`src/rtl/popcount_argmax.sv`:
```
// rtl/popcount_argmax.sv - sequential per-channel popcount arg-max/arg-min with valid/ready handshakes
module popcount_argmax #(
  parameter int  InCnt   = 4,
  parameter int  InWdt   = 8,
  parameter bit  TieHigh = 1'b0,
  localparam int IdxWdt  = (InCnt > 1) ? $clog2(InCnt) : 1,
  localparam int CntWdt  = $clog2(InWdt + 1)
) (
  input  logic                   clk_i,
  input  logic                   rst_ni,
  input  logic                   in_valid_i,
  output logic                   in_ready_o,
  input  logic [InCnt*InWdt-1:0] data_i,
  input  logic                   mode_i,
  output logic                   out_valid_o,
  input  logic                   out_ready_i,
  output logic [IdxWdt-1:0]      idx_o,
  output logic [CntWdt-1:0]      cnt_o,
  output logic                   all_eq_o
);

  typedef enum logic [1:0] {IDLE, SCAN, DONE} state_e;

  state_e                   state_q, state_d;
  logic [InCnt*InWdt-1:0]   data_q, data_d;
  logic                     mode_q, mode_d;
  logic [IdxWdt-1:0]        ch_q, ch_d;
  logic [IdxWdt-1:0]        best_idx_q, best_idx_d;
  logic [CntWdt-1:0]        best_cnt_q, best_cnt_d;
  logic [CntWdt-1:0]        first_cnt_q, first_cnt_d;
  logic                     eq_q, eq_d;
  logic                     out_valid_q, out_valid_d;
  logic [IdxWdt-1:0]        idx_q, idx_d;
  logic [CntWdt-1:0]        cnt_q, cnt_d;
  logic                     all_eq_q, all_eq_d;

  logic [InWdt-1:0]         chan;
  logic [CntWdt-1:0]        pc;
  logic                     last;
  logic                     take;

  // Constant-index mux keeps the channel select free of wide variable offsets.
  always_comb begin
    chan = '0;
    for (int k = 0; k < InCnt; k++) begin
      if (ch_q == IdxWdt'(k)) chan = data_q[k*InWdt +: InWdt];
    end
    pc = '0;
    for (int i = 0; i < InWdt; i++) pc = pc + CntWdt'(chan[i]);
    last = (ch_q == IdxWdt'(InCnt - 1));
    take = (mode_q ? (pc < best_cnt_q) : (pc > best_cnt_q)) ||
           (TieHigh && (pc == best_cnt_q));
  end

  always_comb begin
    state_d     = state_q;
    data_d      = data_q;
    mode_d      = mode_q;
    ch_d        = ch_q;
    best_idx_d  = best_idx_q;
    best_cnt_d  = best_cnt_q;
    first_cnt_d = first_cnt_q;
    eq_d        = eq_q;
    out_valid_d = out_valid_q;
    idx_d       = idx_q;
    cnt_d       = cnt_q;
    all_eq_d    = all_eq_q;
    case (state_q)
      IDLE: begin
        if (in_valid_i) begin
          data_d  = data_i;
          mode_d  = mode_i;
          ch_d    = '0;
          state_d = SCAN;
        end
      end
      SCAN: begin
        if (ch_q == '0) begin
          best_cnt_d  = pc;
          best_idx_d  = '0;
          first_cnt_d = pc;
          eq_d        = 1'b1;
        end else begin
          if (take) begin
            best_cnt_d = pc;
            best_idx_d = ch_q;
          end
          eq_d = eq_q && (pc == first_cnt_q);
        end
        // The last channel folds straight into the registered result.
        if (last) begin
          state_d     = DONE;
          out_valid_d = 1'b1;
          idx_d       = best_idx_d;
          cnt_d       = best_cnt_d;
          all_eq_d    = eq_d;
        end else begin
          ch_d = ch_q + 1'b1;
        end
      end
      DONE: begin
        if (out_ready_i) begin
          state_d     = IDLE;
          out_valid_d = 1'b0;
        end
      end
      default: state_d = IDLE;
    endcase
  end

  always_ff @(posedge clk_i or negedge rst_ni) begin
    if (!rst_ni) begin
      state_q     <= IDLE;
      data_q      <= '0;
      mode_q      <= 1'b0;
      ch_q        <= '0;
      best_idx_q  <= '0;
      best_cnt_q  <= '0;
      first_cnt_q <= '0;
      eq_q        <= 1'b0;
      out_valid_q <= 1'b0;
      idx_q       <= '0;
      cnt_q       <= '0;
      all_eq_q    <= 1'b0;
    end else begin
      state_q     <= state_d;
      data_q      <= data_d;
      mode_q      <= mode_d;
      ch_q        <= ch_d;
      best_idx_q  <= best_idx_d;
      best_cnt_q  <= best_cnt_d;
      first_cnt_q <= first_cnt_d;
      eq_q        <= eq_d;
      out_valid_q <= out_valid_d;
      idx_q       <= idx_d;
      cnt_q       <= cnt_d;
      all_eq_q    <= all_eq_d;
    end
  end

  assign in_ready_o  = (state_q == IDLE);
  assign out_valid_o = out_valid_q;
  assign idx_o       = idx_q;
  assign cnt_o       = cnt_q;
  assign all_eq_o    = all_eq_q;

endmodule

```
`config.mk`:
```
export PLATFORM = sky130hd
export DESIGN_NAME = popcount_argmax
export DESIGN_NICKNAME = d
export VERILOG_FILES = /design/src/rtl/popcount_argmax.sv
export SDC_FILE = /design/constraint.sdc
export NUM_CORES = 1
export LEC_CHECK = 0
export ABC_AREA = 1
export CORE_MARGIN = 8
export CORE_UTILIZATION = 58
export CTS_CLUSTER_DIAMETER = 30
export CTS_CLUSTER_SIZE = 25
export DETAILED_ROUTE_END_ITERATION = 16
export PLACE_DENSITY = 0.89
export SLEW_MARGIN = 20
export SYNTH_ARGS = -nofsm -noshare
export SYNTH_HDL_FRONTEND = slang
export SYNTH_SLANG_ARGS = --single-unit
```
`constraint.sdc`:
```
create_clock -name clk_i -period 7.7 [get_ports clk_i]
set_clock_uncertainty 0.2 [all_clocks]
set_input_delay 1.54 -clock clk_i [delete_from_list [all_inputs] [get_ports clk_i]]
set_output_delay 1.54 -clock clk_i [all_outputs]
set_load 0.01 [all_outputs]
```
Figure 1. Clock wiring as the flow saved it.
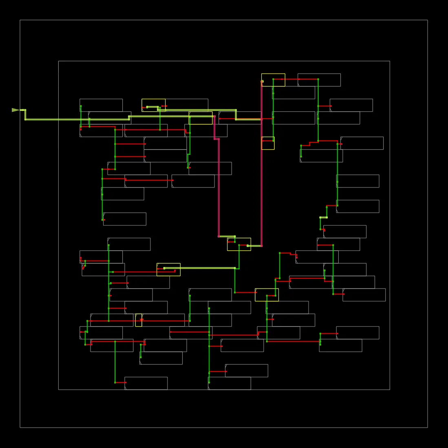
worst skew pair latency: 0.31 ns
TritonCTS Buffers: 5
Seq cells: 56
CTS sink count: 56

==> results.yml <==
# physical design summary
outcome:
  status: "finished clean"
clocking:
  clk_pin_slew_ns: 0.10
route:
  postRouteAntennaNets: 0
  drc: 0
  first_pass_iters: 4
synth:
  synth-seq-area-share_pct: 46.98
  ys.flops: 56
  synth-edff-count: 0
  flop_cell: "dfrtp_1"
  largest_area_cell: "dfrtp_1"
floorplanning:
  fp_util_pct: 59.16
  n_tap_cell: 70
  chip_area_um2: 7694
run:
  warnings: 29
worst_setup_path:
  r2r-start: "ch_q[1]$_DFFE_PN0P_"
  setup.worst_path.end: "best_cnt_q[0]$_DFFE_PN0P_"
  cp_top_family: "adder cells"
layout:
  logic_gate_count: 196
  buffer_area_share_pct: 12.74
  dominant_cells: "combinational gates"
Figure 2. Where the registers sit.
Bar = 20 um. Other sequential cells in the stronger gray, the rest of the logic in the fainter gray.
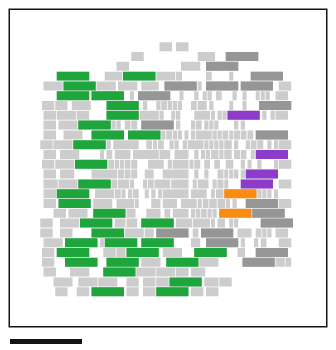
Orange shows `best_idx_q`, flops 2. Green shows `data_q`, flops 32. Purple shows `best_cnt_q`, flops 4, where east.
Another 18 sequential cells are not colored.

## kinds of logic (layout without fill, tap and decap cells)
family	count (synthesis)	after routing	synth area share, %
AOI/OAI and AO/OA	36	36	7.047
xor gates and xnor gates	1	1	0.2937
adders and majority gates	15	15	7.299
buffers and inverters	34	80	5.369
DFF	56	56	46.98
muxes	33	33	16.11
and+or+nand+nor	111	111	16.90
## stage by stage
step	util [%]	hold WS [ns]	cells	setup slack (ns)
floorplan	-	0.2426	286	2.741
global placement	68.64	0.2622	394	2.354
detailed placement	68.64	0.2640	394	2.153
CTS	70.50	0.2876	402	2.133
global route	70.50	0.3052	402	1.607
finish	70.50	0.2798	402	2.092
## cell usage in the layout (no fill, tap or decap), types with 3 or more instances in the layout
cell type	n
a21oi_1	13
nand3_1	14
clkbuf_8	6
mux2_4	29
a22o_1	3
clkdlybuf4s50_1	44
o21ai_0	6
nand4_1	8
inv_1	21
ha_1	11
o21ai_1	7
nor2_4	3
dfrtp_1	56
nand2_1	71
a22oi_1	5
nor2_1	11
inv_2	5
mux2_2	4
fa_1	4
## state kept, by name, summed over array words and instances (netlist names)
name and count:
all_eq_o 1, best_cnt_q 4, best_idx_q 2, ch_q 2, cnt_o 4, data_q 32
eq_q 1, first_cnt_q 4, idx_o 2, mode_q 1, out_valid_o 1, state_q 2
## routing by layer
metal / wire length [um] / global-route usage (%)
met1: 2555 / 19.88
met5: 0 / 0
met4: 143 / 7.344
met2: 2829 / 26.88
met3: 344 / 4.690
